File: src/rtl/switch_cfg_pkg.sv
// Shared definitions for the crossbar configuration controller.
package switch_cfg_pkg;

    // Commit sweep state: IDLE accepts loads and commit requests, CHECK walks the shadow bank.
    typedef enum logic {
        IDLE  = 1'b0,
        CHECK = 1'b1
    } cfg_state_e;

    localparam int DEFAULT_N_PORTS = 16;

    // Low bit of port k's field inside a flat bus of width-bit fields.
    function automatic int slice_lo(input int port, input int width);
        return port * width;
    endfunction

endpackage

File: src/rtl/switch_cfg_bank.sv
// One bank of per-output {input select, enable} registers.
// Supports a single-entry write port and a whole-bank parallel load;
// the shadow copy uses the former, the active copy the latter.
module switch_cfg_bank
    import switch_cfg_pkg::*;
#(
    parameter int N_PORTS = DEFAULT_N_PORTS,
    parameter int SEL_W   = $clog2(N_PORTS)
) (
    input  logic                     clk,
    input  logic                     reset,
    input  logic                     wr_en,
    input  logic [SEL_W-1:0]         wr_port,
    input  logic [SEL_W-1:0]         wr_sel,
    input  logic                     wr_oen,
    input  logic                     load_all,
    input  logic [N_PORTS*SEL_W-1:0] load_sel,
    input  logic [N_PORTS-1:0]       load_oen,
    output logic [N_PORTS*SEL_W-1:0] sel_bus,
    output logic [N_PORTS-1:0]       oen_bus
);

    // Bank storage: a whole-bank load wins; single writes to ports beyond the switch are dropped.
    always_ff @(posedge clk or posedge reset) begin
        if (reset) begin
            sel_bus <= '0;
            oen_bus <= '0;
        end else if (load_all) begin
            sel_bus <= load_sel;
            oen_bus <= load_oen;
        end else if (wr_en && (int'(wr_port) < N_PORTS)) begin
            sel_bus[slice_lo(int'(wr_port), SEL_W) +: SEL_W] <= wr_sel;
            oen_bus[wr_port]                                <= wr_oen;
        end
    end

endmodule

File: src/rtl/switch_cfg_ctrl.sv
// Crossbar configuration controller: host loads a shadow bank one port at a
// time, then a commit sweeps it for input contention and either copies it to
// the active bank driving the crossbar muxes or reports an error.
module switch_cfg_ctrl
    import switch_cfg_pkg::*;
#(
    parameter int N_PORTS     = DEFAULT_N_PORTS,
    parameter int SEL_W       = $clog2(N_PORTS),
    parameter bit ALLOW_MCAST = 1'b0
) (
    input  logic                     clk,
    input  logic                     reset,
    input  logic                     load_en,
    input  logic [SEL_W-1:0]         load_port,
    input  logic [SEL_W-1:0]         load_sel,
    input  logic                     load_oen,
    input  logic                     conf_req,
    output logic [N_PORTS*SEL_W-1:0] inadd,
    output logic [N_PORTS-1:0]       out_en,
    output logic                     conf_busy,
    output logic                     conf_done,
    output logic                     conf_err,
    output logic                     load_rej
);

    cfg_state_e                 state;
    cfg_state_e                 next_state;
    logic [SEL_W-1:0]           idx;
    logic [(2**SEL_W)-1:0]      used;
    logic                       err_flag;
    logic [N_PORTS*SEL_W-1:0]   shadow_sel;
    logic [N_PORTS-1:0]         shadow_oen;
    logic [SEL_W-1:0]           cur_sel;
    logic                       cur_oen;
    logic                       hit;
    logic                       last;
    logic                       err_final;
    logic                       shadow_wr;
    logic                       active_load;

    assign shadow_wr   = load_en && (state == IDLE);
    assign cur_sel     = shadow_sel[slice_lo(int'(idx), SEL_W) +: SEL_W];
    assign cur_oen     = shadow_oen[idx];
    assign hit         = cur_oen && used[cur_sel];
    assign last        = (idx == SEL_W'(N_PORTS - 1));
    assign err_final   = err_flag || hit;
    assign active_load = (state == CHECK) && last && (ALLOW_MCAST || !err_final);

    switch_cfg_bank #(
        .N_PORTS (N_PORTS),
        .SEL_W   (SEL_W)
    ) u_shadow (
        .clk      (clk),
        .reset    (reset),
        .wr_en    (shadow_wr),
        .wr_port  (load_port),
        .wr_sel   (load_sel),
        .wr_oen   (load_oen),
        .load_all (1'b0),
        .load_sel ('0),
        .load_oen ('0),
        .sel_bus  (shadow_sel),
        .oen_bus  (shadow_oen)
    );

    switch_cfg_bank #(
        .N_PORTS (N_PORTS),
        .SEL_W   (SEL_W)
    ) u_active (
        .clk      (clk),
        .reset    (reset),
        .wr_en    (1'b0),
        .wr_port  ('0),
        .wr_sel   ('0),
        .wr_oen   (1'b0),
        .load_all (active_load),
        .load_sel (shadow_sel),
        .load_oen (shadow_oen),
        .sel_bus  (inadd),
        .oen_bus  (out_en)
    );

    // State register.
    always_ff @(posedge clk or posedge reset) begin
        if (reset) begin
            state <= IDLE;
        end else begin
            state <= next_state;
        end
    end

    // Next state: a commit request starts the sweep, which ends after the last port.
    always_comb begin
        next_state = state;
        case (state)
            IDLE:    if (conf_req) next_state = CHECK;
            CHECK:   if (last)     next_state = IDLE;
            default: next_state = IDLE;
        endcase
    end

    // FSM outputs.
    always_comb begin
        conf_busy = 1'b0;
        if (state == CHECK) begin
            conf_busy = 1'b1;
        end
    end

    // Sweep bookkeeping: one shadow entry per cycle, marking inputs already claimed.
    always_ff @(posedge clk or posedge reset) begin
        if (reset) begin
            idx      <= '0;
            used     <= '0;
            err_flag <= 1'b0;
        end else if (state == IDLE) begin
            if (conf_req) begin
                idx      <= '0;
                used     <= '0;
                err_flag <= 1'b0;
            end
        end else begin
            idx <= idx + 1'b1;
            if (cur_oen) begin
                used[cur_sel] <= 1'b1;
            end
            if (hit) begin
                err_flag <= 1'b1;
            end
        end
    end

    // Status pulses, each registered so it appears the cycle after its cause.
    always_ff @(posedge clk or posedge reset) begin
        if (reset) begin
            conf_done <= 1'b0;
            conf_err  <= 1'b0;
            load_rej  <= 1'b0;
        end else begin
            conf_done <= active_load;
            conf_err  <= (state == CHECK) && last && err_final;
            load_rej  <= load_en && (state == CHECK);
        end
    end

endmodule

File: config.mk
export PLATFORM = sky130hd
export DESIGN_NAME = switch_cfg_ctrl
export DESIGN_NICKNAME = d
export VERILOG_FILES = /design/src/rtl/switch_cfg_pkg.sv /design/src/rtl/switch_cfg_bank.sv /design/src/rtl/switch_cfg_ctrl.sv
export SDC_FILE = /design/constraint.sdc
export NUM_CORES = 1
export LEC_CHECK = 0
export ABC_CLOCK_PERIOD_IN_PS = 7400
export CORE_ASPECT_RATIO = 2
export CORE_MARGIN = 2
export CORE_UTILIZATION = 59
export DETAILED_ROUTE_END_ITERATION = 7
export HOLD_SLACK_MARGIN = 0.05
export PLACE_DENSITY = 0.81
export SYNTH_ARGS = -nofsm -noshare
export SYNTH_HDL_FRONTEND = slang
export SYNTH_SLANG_ARGS = --single-unit
File: constraint.sdc
create_clock -name clk -period 7.4 [get_ports clk]
set_input_delay 1.48 -clock clk [delete_from_list [all_inputs] [get_ports clk]]
set_output_delay 1.48 -clock clk [all_outputs]
set_load 0.02 [all_outputs]
==> flow_metrics.tcl, run 1 <==
# collected from the flow reports
set metrics [dict create \
    clk_path_buf_depth 2 \
    end_kind "register" \
    place_congestion 0.982 \
    postSynthCellCount 1167 \
    ir_drop_uv 583 \
    n_antenna_cell 0 \
    critical_path.top_delay_family "AND-OR/OR-AND gates" \
    p_clk_share_pct 19.1 \
    post-route-drc-count 0 \
    grtUsageMet1_pct 39.2 \
    ys_types 67 \
    dieWidth_um 102 \
    top_regs "u_active.sel_bus x64, u_shadow.sel_bus x64" \
    largestClassByArea "combinational gates" \
    cts_resized 0 \
    nWellTaps 255 \
    final_util_pct 67.6 \
    cts_root_buffer "clkbuf_16" \
    pin_count 97 \
    htree_levels 4 \
    status "finished, final reports clean" \
    fin_cells 1459 \
    synth-edff-count 0 \
    drt_pass1_iterations 5 \
    worstSetupStartpointType "register" \
    comb_share_pct 47.5 \
    clock_buffers 17 \
    yosys_area_mm2 0.0114 \
    grt-busiest-layer "met2" \
    antenna_found_initial 0 \
    die_area_mm2 0.0204 \
    logic_family "AND-OR/OR-AND gates" \
    flop_cell "dfrtp_1" \
    cp_max_fo 41 \
    whs_ns 0.499 \
    lay_top_count "nand2_1" \
    grt_use_met2_pct 53.5 \
    drive_gt1_share_pct 15.3 \
    yosysTopAreaCellShare_pct 40.8 \
    setup_slack_ns 2.56 \
    rr_worst_depth 10 \
    r2r-start "idx[0]" \
    tightest_slew_ns 1.14 \
    most_common_cell "nand2_1" \
    syn_area_per_cell_um2 9.73 \
    area_delta_synth_final_pct 12.0 \
    design_area_mm2 0.0127 \
    cts_setup_buffers 0 \
    final_layout_top_logic_cells "188 x nand2_1, 184 x dfrtp_1, 96 x clkdlybuf4s50_1" \
    power_clock_uw 998 \
    log.warning_count 29 \
    std_cell_rows 71 \
    crit_start "idx[0]" \
    setup_tns_ns 0 \
    cts_tree "done" \
    skew_ns 0.00966 \
    fp_nets 1186 \
    flop-count 185 \
    wl_mm 31.5 \
    grt_max_degree 97 \
    design_power_total_mw 5.23 \
    power_combinational_mw 2.70 \
    critical_path_required_ns 7.74 \
    postSynthSeqShare_pct 40.8 \
    p_sw_mw 2.64 \
    placed_cell_area_mm2 0.0121 \
    internal-power_mw 2.60 \
    ys_cells 1167 \
    critPathKind "reg2reg" \
    core-area_mm2 0.0188 \
    holdPathStages 2 \
    common_cells "188 x nand2_1, 185 x dfrtp_1, 92 x o31ai_1" \
    synthesis.area_mm2 0.0114 \
    use_met3_pct 4.19 \
    via_per_inst 6.55 \
]
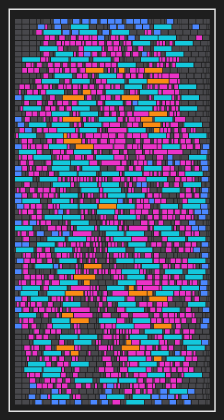
*Placement by cell class, run 1*
Scale: 2 px per um. Fill, decap, tap and diode cells in gray.
magenta -> remaining logic cells  # cells 878
blue -> remaining buffers and delay cells  # cells 109
cyan -> registers  # cells 185
orange -> clock drivers and dummy loads  # cells 32

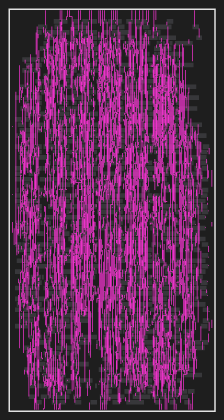
*M2 wires, run 1*
Scale: 2 px per um.
wire length on this layer = 16400 um
share of all routed wire = 52%

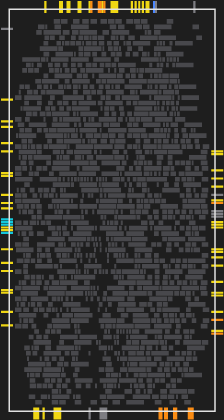
*I/O pins on the die edge, run 1*
Scale: 2 px per um. Pins as bars across the die edge, other pins in gray.
yellow -> inadd  # pins 64, direction output, edge 19 top, 19 left, 18 right, 8 bottom
cyan -> load_sel  # pins 4, direction input, edge left
orange -> out_en  # pins 16, direction output, edge 9 bottom, 4 top, 3 right
blue -> conf_err  # pins 1, direction output, edge top
all pins by edge = 26 top, 25 right, 24 left, 22 bottom

==> inputs of run 2 (changes only) <==
--- a/config.mk
+++ b/config.mk
@@ -5,7 +5,7 @@
 export SDC_FILE = /design/constraint.sdc
 export NUM_CORES = 1
 export LEC_CHECK = 0
-export ABC_CLOCK_PERIOD_IN_PS = 7400
+export ABC_CLOCK_PERIOD_IN_PS = 4630
 export CORE_ASPECT_RATIO = 2
 export CORE_MARGIN = 2
 export CORE_UTILIZATION = 59
==> constraint.sdc (replaced) <==
create_clock -name clk -period 4.63 [get_ports clk]
set_input_delay 0.926 -clock clk [delete_from_list [all_inputs] [get_ports clk]]
set_output_delay 0.926 -clock clk [all_outputs]
set_load 0.02 [all_outputs]
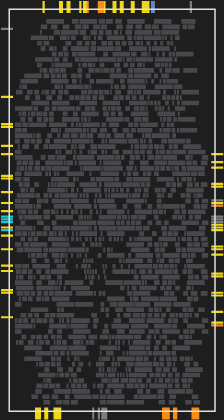
*I/O pins on the die edge, run 2*
Scale: 2 px per um. Pins as bars across the die edge, other pins in gray.
orange -> out_en  # pins 16, direction output, edge 10 bottom, 4 top, 2 right
yellow -> inadd  # pins 64, direction output, edge 19 top, 18 left, 18 right, 9 bottom
cyan -> load_sel  # pins 4, direction input, edge left
blue -> conf_err  # pins 1, direction output, edge top
all pins by edge = 26 top, 24 right, 24 bottom, 23 left

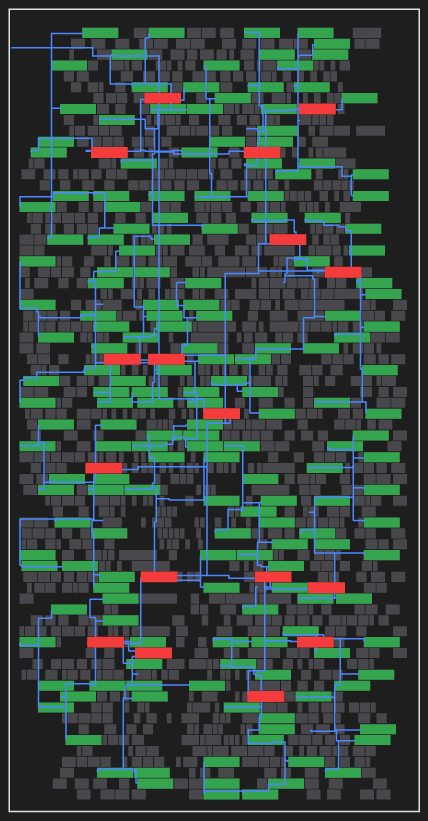
*Clock wires, drivers and flops, run 2*
Scale: 4 px per um.
red -> clock-net drivers  # count 17
green -> flip-flops  # count 185
blue -> clock wires  # length 2340 um
flops lie = widely spread
routed clock nets = 18

==> run 2 against run 1 <==
Compared with the run above:
- clock-buffer cell count up 2
- setup slack worse by 1.6 ns
- utilization about the same
- highest routed layer unchanged
- fmax up 33%
- cell count up 0.41%
- power up 59%
- critical path depth unchanged
- wire length down 1.1%
==> flow_metrics.tcl, run 2 <==
# collected from the flow reports
set metrics [dict create \
    status "finished, final reports clean" \
    drt_pass1_iterations 5 \
    mux_area_share_pct 6.72 \
    final_layout_top_logic_cells "188 x nand2_1, 184 x dfrtp_1, 96 x clkdlybuf4s50_1" \
    logic_family "AND-OR/OR-AND gates" \
    flop-count 185 \
    clkCellAreaFrac_pct 4.42 \
    most_common_cell "nand2_1" \
    r2r-end "u_active.sel_bus[5]" \
    dieWidth_um 102 \
    hp-class "reg2reg" \
    nets 1216 \
    crit_start "idx[0]" \
    fp_nets 1186 \
    grtUsageMet1_pct 39.9 \
    simple_gate_area_share_pct 16.5 \
    slew_headroom_pct 27.2 \
    comb_share_pct 47.4 \
    die_y_um 200 \
    slew_violations 0 \
    met2WireLength_mm 16.2 \
    synthesis.area_mm2 0.0114 \
    internal-power_mw 4.10 \
    largestClassByArea "combinational gates" \
    placed_cells 1433 \
    p_clk_share_pct 17.2 \
    cts_setup_buffers 0 \
    rr_worst_depth 10 \
    r2r_setup_slack_ns 0.99 \
    non_clock_buffer_count 115 \
    design_power_total_mw 8.30 \
    ys_cells 1167 \
    drive_gt1_share_pct 15.7 \
    async_flop_share_pct 100 \
    aoi_share_pct 29.0 \
    sh_seq_area_pct 36.4 \
    postSynthCellCount 1167 \
    max_freq_mhz 275 \
    logic_area_mm2 0.00604 \
    worstSetupStartpointType "register" \
    cts_tree "done" \
    via_per_inst 6.43 \
    placed_cell_area_mm2 0.0122 \
    cts_root_buffer "clkbuf_16" \
    grt_use_met2_pct 52.6 \
    lay_top_count "nand2_1" \
    pin_count 97 \
    n_antenna_cell 0 \
    worstHoldStart "used[14]" \
    die_area_mm2 0.0204 \
    grt_max_degree 133 \
    clock_buffers 19 \
    setup_tns_ns 0 \
    core-area_mm2 0.0188 \
    routed-via-count 9422 \
    top_power_group "combinational logic" \
    final-setup-viol-count 0 \
    cp_max_fo 43 \
    logic_gates 870 \
    flop_cell "dfrtp_1" \
    end_kind "register" \
    wl_met3_mm 1.51 \
    post-route-drc-count 0 \
    synth_warnings 0 \
    syn_area_per_cell_um2 9.73 \
    grt_pass1_vias 9212 \
    clk_latency_ns 0.45 \
    use_met3_pct 5.41 \
    log.warning_count 33 \
    clk_path_buf_depth 2 \
    postSynthSeqShare_pct 40.8 \
    std_cell_rows 71 \
    whs_ns 0.502 \
    nWellTaps 255 \
    yosysTopAreaCellShare_pct 40.8 \
    top_regs "u_active.sel_bus x64, u_shadow.sel_bus x64" \
    fin_cells 1465 \
    dp_slack_ns 0.781 \
    drtAntennaViolNets 0 \
    yosys_area_mm2 0.0114 \
    hold_violations 0 \
    area_delta_synth_final_pct 12.1 \
    synthAdderAreaFrac_pct 0.661 \
    ctsHoldBuffers 0 \
    endpoint "u_active.sel_bus[5]" \
    numPortBuffers 96 \
    xor_share_pct 0.231 \
    top_area_cell "dfrtp_1" \
    period_used_pct 78.5 \
    p_sw_mw 4.20 \
    holdPathStages 2 \
    r2r-start "idx[0]" \
    htree_levels 4 \
    ys_types 67 \
    critical_path.top_delay_family "AND-OR/OR-AND gates" \
    ir_drop_uv 1290 \
    clk_pin_slew_ns 0.07 \
    pg_seq_mw 2.44 \
    final_util_pct 67.6 \
    setup_slack_ns 0.993 \
    finalCriticalPeriod_ns 3.64 \
    crit_buf_inv 2 \
    ys_ff 185 \
    power.leakage_nw 4.82 \
    maxCapViolCount 0 \
    place_congestion 0.955 \
    rsz0062_at_grt "no" \
    min_to "used[14]" \
    grt-busiest-layer "met2" \
    antenna_found_initial 1 \
    tightest_slew_ns 1.09 \
    synth-edff-count 0 \
    switching_share_pct 50.6 \
    grt_usage_pct 31.8 \
    critPathKind "reg2reg" \
    crit_slowest_cell "mux4_1" \
    crit_chain "buf_4 > mux4_1 > nand2b_1 > a21oi_2 > o211ai_1 > a211oi_1 > o21ai_1 > nand3_2 > buf_4 > o211ai_1" \
    globalRouteOverflowTotal 0 \
    worst-path-stages 10 \
    p_seq_share_pct 29.4 \
    bufAreaShareNonClock_pct 8.96 \
    non_clock_inverter_count 8 \
    power_combinational_mw 4.43 \
    common_cells "188 x nand2_1, 185 x dfrtp_1, 92 x o31ai_1" \
    drt-met1-wl_mm 12.0 \
    ys_top_cells_by_area "dfrtp_1 41%, a21oi_2 6.2%, nand2_1 6.2%" \
    critical_path_required_ns 4.94 \
    pwr-share-comb_pct 53.4 \
    design_area_mm2 0.0127 \
    arrival_ns 3.94 \
    first_iter_violations 603 \
    grt_pass1_wl_mm 50.9 \
    cts_resized 0 \
    wl_mm 31.2 \
]
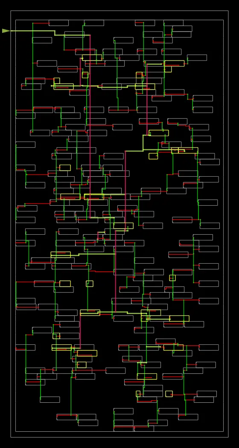
*Clock wiring as the flow saved it, run 2*
CTS Sinks: 185
P_clk: 1.43 mW
CTS Buf Count: 17
Setup Skew: 0.00840 ns

==> inputs of run 3 (changes only) <==
--- a/config.mk
+++ b/config.mk
@@ -5,13 +5,13 @@
 export SDC_FILE = /design/constraint.sdc
 export NUM_CORES = 1
 export LEC_CHECK = 0
-export ABC_CLOCK_PERIOD_IN_PS = 4630
+export ABC_CLOCK_PERIOD_IN_PS = 2950
 export CORE_ASPECT_RATIO = 2
 export CORE_MARGIN = 2
-export CORE_UTILIZATION = 59
+export CORE_UTILIZATION = 53
 export DETAILED_ROUTE_END_ITERATION = 7
 export HOLD_SLACK_MARGIN = 0.05
-export PLACE_DENSITY = 0.81
+export PLACE_DENSITY = 0.77
 export SYNTH_ARGS = -nofsm -noshare
 export SYNTH_HDL_FRONTEND = slang
 export SYNTH_SLANG_ARGS = --single-unit
==> constraint.sdc (replaced) <==
create_clock -name clk -period 2.95 [get_ports clk]
set_input_delay 0.59 -clock clk [delete_from_list [all_inputs] [get_ports clk]]
set_output_delay 0.59 -clock clk [all_outputs]
set_load 0.02 [all_outputs]
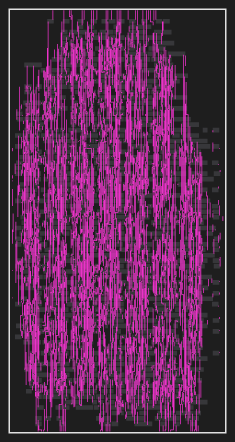
*M2 wires, run 3*
Scale: 2 px per um.
share of all routed wire = 52%
wire length on this layer = 17700 um
nets with wire on the layer = 1095
longest straight run = 70.4 um
main direction = vertical

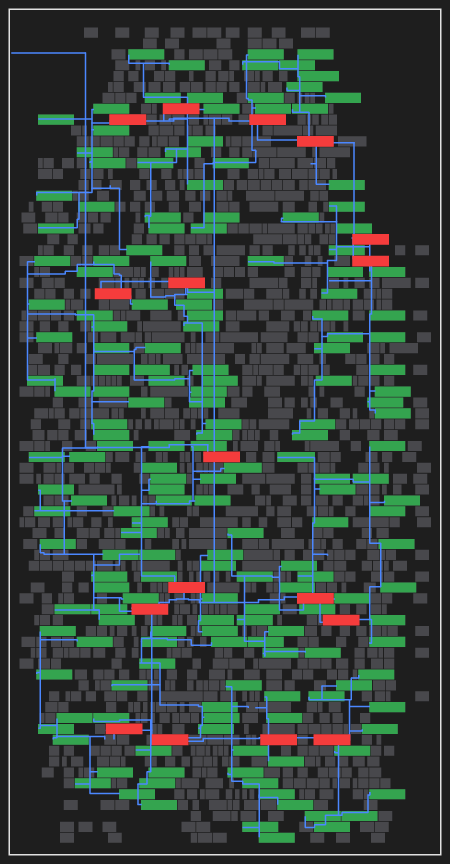
*Clock wires, drivers and flops, run 3*
Scale: 4 px per um.
blue -> clock wires  # length 2280 um
red -> clock-net drivers  # count 17
green -> flip-flops  # count 185
flops lie = widely spread
routed clock nets = 18

==> run 3 against run 2 <==
Compared with the run above:
- the flow now finishes with violations (setup timing)
- register-to-register slack lost 1.0 ns
- non-clock buffer count grew 67
- die area grew 11%
- sequential share of layout area shrank 2.5 points
- highest routed layer unchanged
==> flow_metrics.tcl, run 3 <==
# collected from the flow reports
set metrics [dict create \
    max_freq_mhz 338 \
    final_layout_top_logic_cells "188 x nand2_1, 182 x dfrtp_1, 96 x clkdlybuf4s50_1" \
    pin_count 97 \
    power_clock_mw 2.31 \
    numCtsBuffers 17 \
    slew_headroom_pct 43.1 \
    postSynthSeqShare_pct 40.8 \
    grt_pass1_wl_mm 54.1 \
    drt-met1-wl_mm 12.5 \
    power_combinational_mw 8.72 \
    cts_setup_buffers 2 \
    crit_chain "buf_12 > mux4_2 > a22oi_4 > buf_4 > nand2_4 > mux2_4 > o31a_1 > nand3_4 > buf_12 > buf_6 > o211ai_1" \
    clock_buffers 20 \
    logic_area_mm2 0.00614 \
    pg_seq_mw 3.75 \
    period_used_pct 100 \
    async_flop_share_pct 100 \
    switching_share_pct 48.0 \
    log.warning_count 33 \
    cp_max_fo 17 \
    syn_area_per_cell_um2 9.73 \
    tightest_slew_ns 0.854 \
    design_power_total_mw 14.8 \
    hp-class "reg2reg" \
    met2WireLength_mm 17.7 \
    yosysTopAreaCellShare_pct 40.8 \
    drt_pass1_iterations 5 \
    violations "setup timing" \
    ys_ff 185 \
    ys_cells 1167 \
    top_area_cell "dfrtp_1" \
    placed_cell_area_mm2 0.0128 \
    synthesis.area_mm2 0.0114 \
    crit_slowest_cell "mux4_2" \
    final-setup-viol-count 11 \
    globalRouteOverflowTotal 0 \
    clk_path_buf_depth 2 \
    grt_pass1_vias 9809 \
    rr_worst_depth 11 \
    bufAreaShareNonClock_pct 14.2 \
    lay_top_count "nand2_1" \
    worstSetupStartpointType "register" \
    nets 1283 \
    slew_violations 0 \
    status "finished with violations" \
    logic_gates 870 \
    clkCellAreaFrac_pct 4.32 \
    cts_tree "done" \
    area_delta_synth_final_pct 20.4 \
    synth-edff-count 0 \
    design_area_mm2 0.0137 \
    most_common_cell "nand2_1" \
    yosys_area_mm2 0.0114 \
    hold_violations 0 \
    critPathKind "reg2reg" \
    ys_types 67 \
    non_clock_buffer_count 182 \
    synthAdderAreaFrac_pct 0.661 \
    fin_cells 1546 \
    arrival_ns 3.28 \
    setup_tns_ns -0.0448 \
    n_antenna_cell 0 \
    sh_seq_area_pct 33.9 \
    dp_slack_ns -0.102 \
    setup_slack_ns -0.00906 \
    rsz0062_at_grt "yes" \
    use_met3_pct 4.75 \
    core-area_mm2 0.0210 \
    clk_pin_slew_ns 0.07 \
    placed_cells 1500 \
    wl_met3_mm 1.63 \
    p_clk_share_pct 15.6 \
    r2r-end "u_active.sel_bus[17]" \
    logic_family "AND-OR/OR-AND gates" \
    simple_gate_area_share_pct 16.5 \
    routed-via-count 9792 \
    grt-busiest-layer "met2" \
]
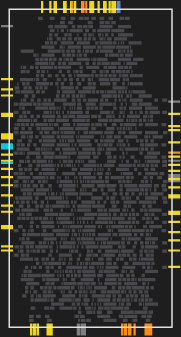
*I/O pins on the die edge, run 3*
Scale: 1.5 px per um. Pins as bars across the die edge, other pins in gray.
PortBufs: 96
Die Y-Extent: 211 um

Power figures rest on the tool's default switching activity, not on a simulated workload.
